--- src/rtl/rv32_writeback_if.sv ---
// rv32_writeback_if: groups the write-back stage's execute, load-issue,
// memory-response, register-file, scoreboard and error signals.
//   master : the producer side (execute, load issue, memory, decode queries)
//   slave  : the write-back stage itself
// Parameter XLEN sets the datapath width.
interface rv32_writeback_if #(
  parameter int XLEN = 32
);
  logic            ex_valid;
  logic            ex_ready;
  logic [4:0]      ex_rd;
  logic [XLEN-1:0] ex_data;

  logic            ld_issue;
  logic            ld_ready;
  logic [4:0]      ld_rd;
  logic [2:0]      ld_funct3;
  logic [1:0]      ld_addr_lo;

  logic            mem_rvalid;
  logic [XLEN-1:0] mem_rdata;

  logic            rf_we;
  logic [4:0]      rf_wa;
  logic [XLEN-1:0] rf_wdata;

  logic [4:0]      sb_ra1;
  logic [4:0]      sb_ra2;
  logic            sb_busy1;
  logic            sb_busy2;

  logic            err_spurious;
  logic            err_overflow;

  modport master (
    output ex_valid, ex_rd, ex_data,
    output ld_issue, ld_rd, ld_funct3, ld_addr_lo,
    output mem_rvalid, mem_rdata,
    output sb_ra1, sb_ra2,
    input  ex_ready, ld_ready,
    input  rf_we, rf_wa, rf_wdata,
    input  sb_busy1, sb_busy2,
    input  err_spurious, err_overflow
  );

  modport slave (
    input  ex_valid, ex_rd, ex_data,
    input  ld_issue, ld_rd, ld_funct3, ld_addr_lo,
    input  mem_rvalid, mem_rdata,
    input  sb_ra1, sb_ra2,
    output ex_ready, ld_ready,
    output rf_we, rf_wa, rf_wdata,
    output sb_busy1, sb_busy2,
    output err_spurious, err_overflow
  );
endinterface

--- src/rtl/rv32_writeback.sv ---
// rv32_writeback: write-back stage driving the register file write port.
// Merges execute results with load responses (load responses win the port),
// sign/zero-extends load data by funct3 and address lane, and keeps an
// in-order pending-load queue that also serves as a decode hazard scoreboard.
// Ports:
//   clk    rising-edge clock
//   reset  synchronous, active-high; discards all pending loads
//   wb     rv32_writeback_if.slave bundle:
//          ex_valid/ex_ready/ex_rd/ex_data        execute result handshake
//          ld_issue/ld_ready/ld_rd/ld_funct3/ld_addr_lo  load issue into queue
//          mem_rvalid/mem_rdata                   load response (always accepted)
//          rf_we/rf_wa/rf_wdata                   registered register file write
//          sb_ra1/sb_ra2 -> sb_busy1/sb_busy2     combinational scoreboard query
//          err_spurious/err_overflow              sticky error flags
// Parameters: XLEN datapath width, LD_DEPTH queue depth (power of 2, >= 2).
module rv32_writeback #(
  parameter int XLEN     = 32,
  parameter int LD_DEPTH = 2
) (
  input logic        clk,
  input logic        reset,
  rv32_writeback_if.slave wb
);

  localparam int PW = $clog2(LD_DEPTH);
  localparam int CW = PW + 1;

  // Pending-load queue storage; q_vld marks occupied slots so the
  // scoreboard can search without decoding pointer distance.
  logic [4:0]          q_rd  [LD_DEPTH];
  logic [2:0]          q_f3  [LD_DEPTH];
  logic [1:0]          q_lo  [LD_DEPTH];
  logic [LD_DEPTH-1:0] q_vld;
  logic [PW-1:0]       wr_ptr;
  logic [PW-1:0]       rd_ptr;
  logic [CW-1:0]       count;

  logic q_empty;
  logic q_full;
  logic pop;
  logic push;
  logic drop;
  logic spurious;

  logic ex_match;
  logic ra1_match;
  logic ra2_match;
  logic ex_hit;
  logic ex_ready_i;
  logic ex_accept;

  logic            sel;
  logic [4:0]      sel_rd;
  logic [XLEN-1:0] sel_data;
  logic            wr_now;

  logic            rf_we_q;
  logic [4:0]      rf_wa_q;
  logic [XLEN-1:0] rf_wdata_q;
  logic            err_spurious_q;
  logic            err_overflow_q;

  function automatic logic [XLEN-1:0] load_extract(
    input logic [2:0]      f3,
    input logic [1:0]      lo,
    input logic [XLEN-1:0] w
  );
    logic [7:0]  b;
    logic [15:0] h;
    logic [XLEN-1:0] r;
    b = w[{lo, 3'b000} +: 8];
    h = lo[1] ? w[16 +: 16] : w[0 +: 16];
    case (f3)
      3'b000:  r = {{(XLEN-8){b[7]}}, b};
      3'b001:  r = {{(XLEN-16){h[15]}}, h};
      3'b100:  r = {{(XLEN-8){1'b0}}, b};
      3'b101:  r = {{(XLEN-16){1'b0}}, h};
      default: r = w;
    endcase
    return r;
  endfunction

  assign q_empty  = (count == '0);
  assign q_full   = (count == CW'(LD_DEPTH));
  assign pop      = wb.mem_rvalid && !q_empty;
  assign spurious = wb.mem_rvalid && q_empty;
  // A full queue still takes a new load when the head leaves the same cycle.
  assign push     = wb.ld_issue && (!q_full || pop);
  assign drop     = wb.ld_issue && q_full && !pop;

  always_comb begin
    ex_match  = 1'b0;
    ra1_match = 1'b0;
    ra2_match = 1'b0;
    for (int unsigned i = 0; i < LD_DEPTH; i++) begin
      if (q_vld[i]) begin
        if (q_rd[i] == wb.ex_rd)  ex_match  = 1'b1;
        if (q_rd[i] == wb.sb_ra1) ra1_match = 1'b1;
        if (q_rd[i] == wb.sb_ra2) ra2_match = 1'b1;
      end
    end
  end

  // The WAW stall looks at the whole queue, including a head that is
  // popping this cycle, so an execute result never overtakes its load.
  assign ex_hit     = (wb.ex_rd != '0) && ex_match;
  assign ex_ready_i = !wb.mem_rvalid && !ex_hit;
  assign ex_accept  = wb.ex_valid && ex_ready_i;

  always_comb begin
    sel      = 1'b0;
    sel_rd   = '0;
    sel_data = '0;
    if (pop) begin
      sel      = 1'b1;
      sel_rd   = q_rd[rd_ptr];
      sel_data = load_extract(q_f3[rd_ptr], q_lo[rd_ptr], wb.mem_rdata);
    end else if (ex_accept) begin
      sel      = 1'b1;
      sel_rd   = wb.ex_rd;
      sel_data = wb.ex_data;
    end
  end

  assign wr_now = sel && (sel_rd != '0);

  always_ff @(posedge clk) begin
    if (reset) begin
      q_vld  <= '0;
      wr_ptr <= '0;
      rd_ptr <= '0;
      count  <= '0;
    end else begin
      // Clear before set: when full with push and pop, both pointers hit
      // the same slot and the incoming load must own it.
      if (pop) begin
        q_vld[rd_ptr] <= 1'b0;
        rd_ptr        <= rd_ptr + PW'(1);
      end
      if (push) begin
        q_vld[wr_ptr] <= 1'b1;
        q_rd[wr_ptr]  <= wb.ld_rd;
        q_f3[wr_ptr]  <= wb.ld_funct3;
        q_lo[wr_ptr]  <= wb.ld_addr_lo;
        wr_ptr        <= wr_ptr + PW'(1);
      end
      case ({push, pop})
        2'b10:   count <= count + CW'(1);
        2'b01:   count <= count - CW'(1);
        default: count <= count;
      endcase
    end
  end

  always_ff @(posedge clk) begin
    if (reset) begin
      rf_we_q        <= 1'b0;
      rf_wa_q        <= '0;
      rf_wdata_q     <= '0;
      err_spurious_q <= 1'b0;
      err_overflow_q <= 1'b0;
    end else begin
      rf_we_q <= wr_now;
      if (wr_now) begin
        rf_wa_q    <= sel_rd;
        rf_wdata_q <= sel_data;
      end
      if (spurious) err_spurious_q <= 1'b1;
      if (drop)     err_overflow_q <= 1'b1;
    end
  end

  assign wb.ex_ready     = ex_ready_i;
  assign wb.ld_ready     = !q_full;
  assign wb.rf_we        = rf_we_q;
  assign wb.rf_wa        = rf_wa_q;
  assign wb.rf_wdata     = rf_wdata_q;
  assign wb.err_spurious = err_spurious_q;
  assign wb.err_overflow = err_overflow_q;

  // The register file has no write-to-read bypass, so the register being
  // written this cycle is still reported busy.
  assign wb.sb_busy1 = (wb.sb_ra1 != '0) &&
                       (ra1_match || (rf_we_q && rf_wa_q == wb.sb_ra1));
  assign wb.sb_busy2 = (wb.sb_ra2 != '0) &&
                       (ra2_match || (rf_we_q && rf_wa_q == wb.sb_ra2));

endmodule

--- src/flat_wrapper.sv ---
// flat-port wrapper written by rule: the top's interface ports become plain ports
module rv32_writeback_flat 
#(
  parameter int XLEN     = 32,
  parameter int LD_DEPTH = 2
)
  (clk, reset, wb_ex_valid, wb_ex_rd, wb_ex_data, wb_ld_issue, wb_ld_rd, wb_ld_funct3, wb_ld_addr_lo, wb_mem_rvalid, wb_mem_rdata, wb_sb_ra1, wb_sb_ra2, wb_ex_ready, wb_ld_ready, wb_rf_we, wb_rf_wa, wb_rf_wdata, wb_sb_busy1, wb_sb_busy2, wb_err_spurious, wb_err_overflow);
  rv32_writeback_if #(.XLEN(XLEN)) wb_i ();
  input logic clk;
  input logic reset;
  input wire logic [$bits(wb_i.ex_valid)-1:0] wb_ex_valid;
  input wire logic [$bits(wb_i.ex_rd)-1:0] wb_ex_rd;
  input wire logic [$bits(wb_i.ex_data)-1:0] wb_ex_data;
  input wire logic [$bits(wb_i.ld_issue)-1:0] wb_ld_issue;
  input wire logic [$bits(wb_i.ld_rd)-1:0] wb_ld_rd;
  input wire logic [$bits(wb_i.ld_funct3)-1:0] wb_ld_funct3;
  input wire logic [$bits(wb_i.ld_addr_lo)-1:0] wb_ld_addr_lo;
  input wire logic [$bits(wb_i.mem_rvalid)-1:0] wb_mem_rvalid;
  input wire logic [$bits(wb_i.mem_rdata)-1:0] wb_mem_rdata;
  input wire logic [$bits(wb_i.sb_ra1)-1:0] wb_sb_ra1;
  input wire logic [$bits(wb_i.sb_ra2)-1:0] wb_sb_ra2;
  output wire logic [$bits(wb_i.ex_ready)-1:0] wb_ex_ready;
  output wire logic [$bits(wb_i.ld_ready)-1:0] wb_ld_ready;
  output wire logic [$bits(wb_i.rf_we)-1:0] wb_rf_we;
  output wire logic [$bits(wb_i.rf_wa)-1:0] wb_rf_wa;
  output wire logic [$bits(wb_i.rf_wdata)-1:0] wb_rf_wdata;
  output wire logic [$bits(wb_i.sb_busy1)-1:0] wb_sb_busy1;
  output wire logic [$bits(wb_i.sb_busy2)-1:0] wb_sb_busy2;
  output wire logic [$bits(wb_i.err_spurious)-1:0] wb_err_spurious;
  output wire logic [$bits(wb_i.err_overflow)-1:0] wb_err_overflow;
  assign wb_i.ex_valid = wb_ex_valid;
  assign wb_i.ex_rd = wb_ex_rd;
  assign wb_i.ex_data = wb_ex_data;
  assign wb_i.ld_issue = wb_ld_issue;
  assign wb_i.ld_rd = wb_ld_rd;
  assign wb_i.ld_funct3 = wb_ld_funct3;
  assign wb_i.ld_addr_lo = wb_ld_addr_lo;
  assign wb_i.mem_rvalid = wb_mem_rvalid;
  assign wb_i.mem_rdata = wb_mem_rdata;
  assign wb_i.sb_ra1 = wb_sb_ra1;
  assign wb_i.sb_ra2 = wb_sb_ra2;
  assign wb_ex_ready = wb_i.ex_ready;
  assign wb_ld_ready = wb_i.ld_ready;
  assign wb_rf_we = wb_i.rf_we;
  assign wb_rf_wa = wb_i.rf_wa;
  assign wb_rf_wdata = wb_i.rf_wdata;
  assign wb_sb_busy1 = wb_i.sb_busy1;
  assign wb_sb_busy2 = wb_i.sb_busy2;
  assign wb_err_spurious = wb_i.err_spurious;
  assign wb_err_overflow = wb_i.err_overflow;
  rv32_writeback #(.XLEN(XLEN), .LD_DEPTH(LD_DEPTH)) u_core (.clk(clk), .reset(reset), .wb(wb_i));
endmodule
--- config.mk ---
export PLATFORM = sky130hd
export DESIGN_NAME = rv32_writeback_flat
export DESIGN_NICKNAME = d
export VERILOG_FILES = /design/src/rtl/rv32_writeback_if.sv /design/src/rtl/rv32_writeback.sv /design/src/flat_wrapper.sv
export SDC_FILE = /design/constraint.sdc
export NUM_CORES = 1
export LEC_CHECK = 0
export CAP_MARGIN = 20
export CORE_MARGIN = 2
export CORE_UTILIZATION = 35
export DETAILED_ROUTE_END_ITERATION = 8
export MAX_ROUTING_LAYER = met4
export PLACE_DENSITY = 0.63
export SLEW_MARGIN = 25
export SYNTH_ARGS = -nofsm -noshare
export SYNTH_HDL_FRONTEND = slang
export SYNTH_SLANG_ARGS = --single-unit
--- constraint.sdc ---
create_clock -name clk -period 4.15 [get_ports clk]
set_input_delay 0.6225 -clock clk [delete_from_list [all_inputs] [get_ports clk]]
set_output_delay 0.6225 -clock clk [all_outputs]
set_load 0.005 [all_outputs]
==> impl_metrics.env <==
# physical design summary
export IMPL_numCtsBuffers=9
export IMPL_critPathSlowestCell="clkdlybuf4s50_1"
export IMPL_skew_ns=0.005955
export IMPL_fp_util=0.3596
export IMPL_lay_top_cells="clkdlybuf4s50_1, a21oi_1, dfxtp_1"
export IMPL_internal_power_uw=1887
export IMPL_layout_drive_gt1_share=0.1165
export IMPL_fin_crit_sh=0.8197
export IMPL_power_total_uw=2906
export IMPL_clockBufferDepth=2
export IMPL_period_needed_ns=3.402
export IMPL_comb_power_uw=1200
export IMPL_synthCells=475
export IMPL_path_common_cell="clkdlybuf4s50_1"
export IMPL_dp_cells=732
export IMPL_max_freq_ghz=0.2940
export IMPL_crit_path_cell_trace="clkdlybuf4s50_1 > nor4_2 > nor3_1 > o2111ai_1 > nand2_1 > nor2_1 > clkdlybuf4s50_1"
export IMPL_cts_tree="done"
export IMPL_io_buffers=137
export IMPL_powerDensity_mw_per_mm2=480.2
export IMPL_use_met2=0.3529
export IMPL_met3_length_um=907
export IMPL_clockRootBuffer="clkbuf_16"
export IMPL_p_switching_uw=1019
export IMPL_final_cells=748
export IMPL_relSlewSlack=0.4040
export IMPL_holdWs_ns=0.4746
export IMPL_dpl_worst_slack_ns=0.5481
export IMPL_yosys_stat_area_sq_mm=0.004319
export IMPL_cellLeakagePower_uw=0.002101
export IMPL_largest_reg_flops=32
export IMPL_grt_pass1_vias=4295
export IMPL_synth_warnings=0
export IMPL_setup_viol=0
export IMPL_synth_cell_types=54
export IMPL_grt_pass1_wl_mm=22.36
export IMPL_use_met3=0.03321
export IMPL_cp_startpoint="wb_ex_rd[1]"
export IMPL_postCtsSetupBuffers=0
export IMPL_drt_total_wl_mm=14.53
export IMPL_wl_per_cell_um=19.42
export IMPL_path_max_fanout=6
export IMPL_seqPwrFrac=0.323
export IMPL_hold_buffers=0
export IMPL_gr_total_overflow=0
export IMPL_cts_htree_levels=3
export IMPL_rows=40
export IMPL_r2r_end="u_core.wb.rf_wdata[18]"
export IMPL_antennaDiodeCount=0
export IMPL_grt_setup_unrepaired="false"
export IMPL_postCtsResizedCells=0
export IMPL_io_pins=138
export IMPL_cp_required_ns=3.53
export IMPL_vias=4318
export IMPL_clkSinkCount=67
export IMPL_placed_area_sq_mm=0.005757
export IMPL_status="finished, final reports clean"
export IMPL_peakVddDrop_mv=0.3073
export IMPL_antenna_found_initial=0
export IMPL_setup_tns_final_ns=0
export IMPL_power_group_top="combinational cells"
export IMPL_critPathTopFamily="buffers and inverters"
export IMPL_gp_congestion=0.8712
export IMPL_mostFrequentLayoutCell="clkdlybuf4s50_1"
export IMPL_clk_power_uw=771
## cells by family (layout without fill, tap and decap cells)
group | after synthesis | after routing | share of synthesized area
flip-flops | 67 | 67 | 0.3569
XOR/XNOR | 41 | 41 | 0.08314
buffers and inverters | 39 | 165 | 0.04432
AND/OR/NAND/NOR | 149 | 149 | 0.1776
adder cells (fa/ha/maj) | 1 | 1 | 0.002896
multiplexers | 24 | 24 | 0.06170
AND-OR/OR-AND | 154 | 154 | 0.2735
## synth_stat cells (all sizes together)
master	instances
o21ai	10
inv	3
o2bb2a	1
ha	1
o22ai	3
xnor2	9
and3	2
nand2b	3
clkbuf	19
xor2	32
a211oi	10
o221ai	2
nand3b	1
nor3b	2
o31ai	4
or3b	3
mux2	11
nor2b	30
nor2	25
o211ai	4
o2111ai	6
a22oi	4
nor3	23
nand3	9
edfxtp	20
and2	3
buf	16
mux2i	12
a31o	2
a21o	1
a221oi	28
a31oi	7
o32ai	1
a21oi	67
clkinv	1
nor4	7
a21boi	1
or3	8
nand2	33
mux4	1
dfxtp	47
o221a	3
## worst min-delay path by stage
stage                             to  slack, ns  depth (start not counted)
3_5_place_dp   u_core.wb.rf_wdata[4]       0.46                          2
5_1_grt        u_core.wb.rf_wdata[4]       0.50                          2
2_1_floorplan  u_core.wb.rf_wdata[1]       0.45                          2
4_1_cts        u_core.wb.rf_wdata[4]       0.47                          2
3_3_place_gp   u_core.wb.rf_wdata[1]       0.46                          2
6_report       u_core.wb.rf_wdata[4]       0.47                          2
## layout make-up
cell class                      count  area, sq um  area share
Clock buffer                       12        246.5     0.04073
Inverter                            4        15.01    0.002481
Tap cell                          147        183.9     0.03039
Multi-Input combinational cell    369         2590      0.4280
Timing Repair Buffer              145         1426      0.2357
Sequential cell                    67         1541      0.2547
Clock inverter                      4        48.80    0.008063
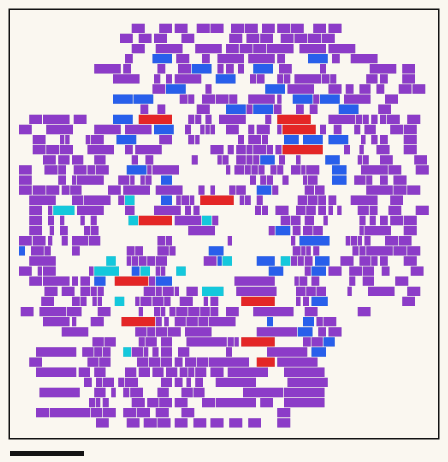
(drive-strength map)
Scale bar: 20 um.
x2 -> blue  # cells 46
x3 and x4 -> cyan  # cells 13
x6 and larger -> red  # cells 11
x1 and smaller -> purple  # cells 531
Design Area, Final: 0.006052 sq mm
P&R area growth vs syn: 40.12%
Final WS setup: 0.7482 ns
Non-clock buffers: 145

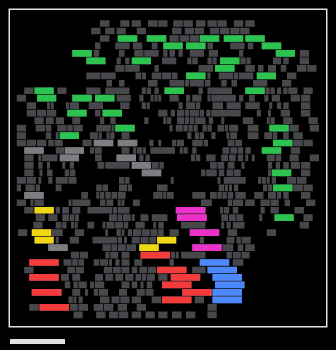
(where the registers sit)
Scale bar: 20 um. Other sequential cells in the stronger grey, the rest of the logic in the fainter grey.
u_core.wb.rf_wdata -> green  # sequential cells 32
u_core.q_f3 -> blue  # sequential cells 6
u_core.wb.rf_wa -> yellow  # sequential cells 5
u_core.q_rd -> red  # sequential cells 10
u_core.q_lo -> magenta  # sequential cells 4
not coloured = 10
flop share of the area: 0.2547
final core occ: 0.5039
sequential cell area: 0.001541 sq mm
seq pwr: 939 uW

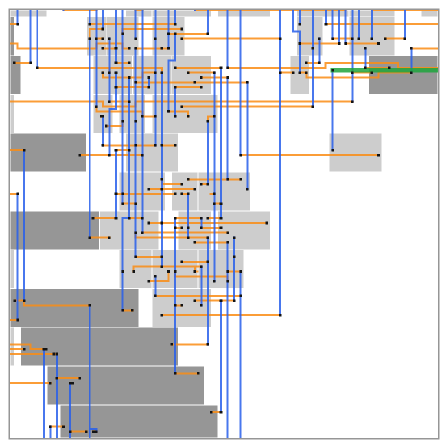
(layout detail)
Region (71, 14) to (101, 44) um. Cells in grey, sequential cells in the stronger grey; small squares are vias.
M2 -> blue
M1 -> orange
M3 -> green
cells with their middle in the window = 30
sequential cells in the window = 6
netlist names of flops here include = u_core.q_f3 (4)
most frequent = edfxtp_1 (5)

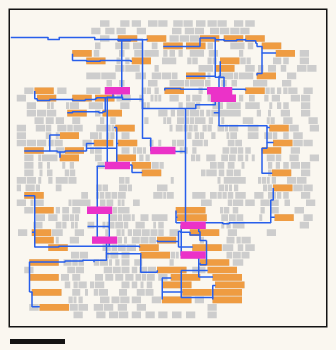
(clock wires, drivers and flops)
Scale bar: 20 um.
flip-flops -> orange  # count 67
clock-net drivers -> magenta  # count 9
clock wires -> blue  # length 996 um
routed clock nets = 10
flops lie = spread over the die

Power is estimated from default activity; no workload was simulated.
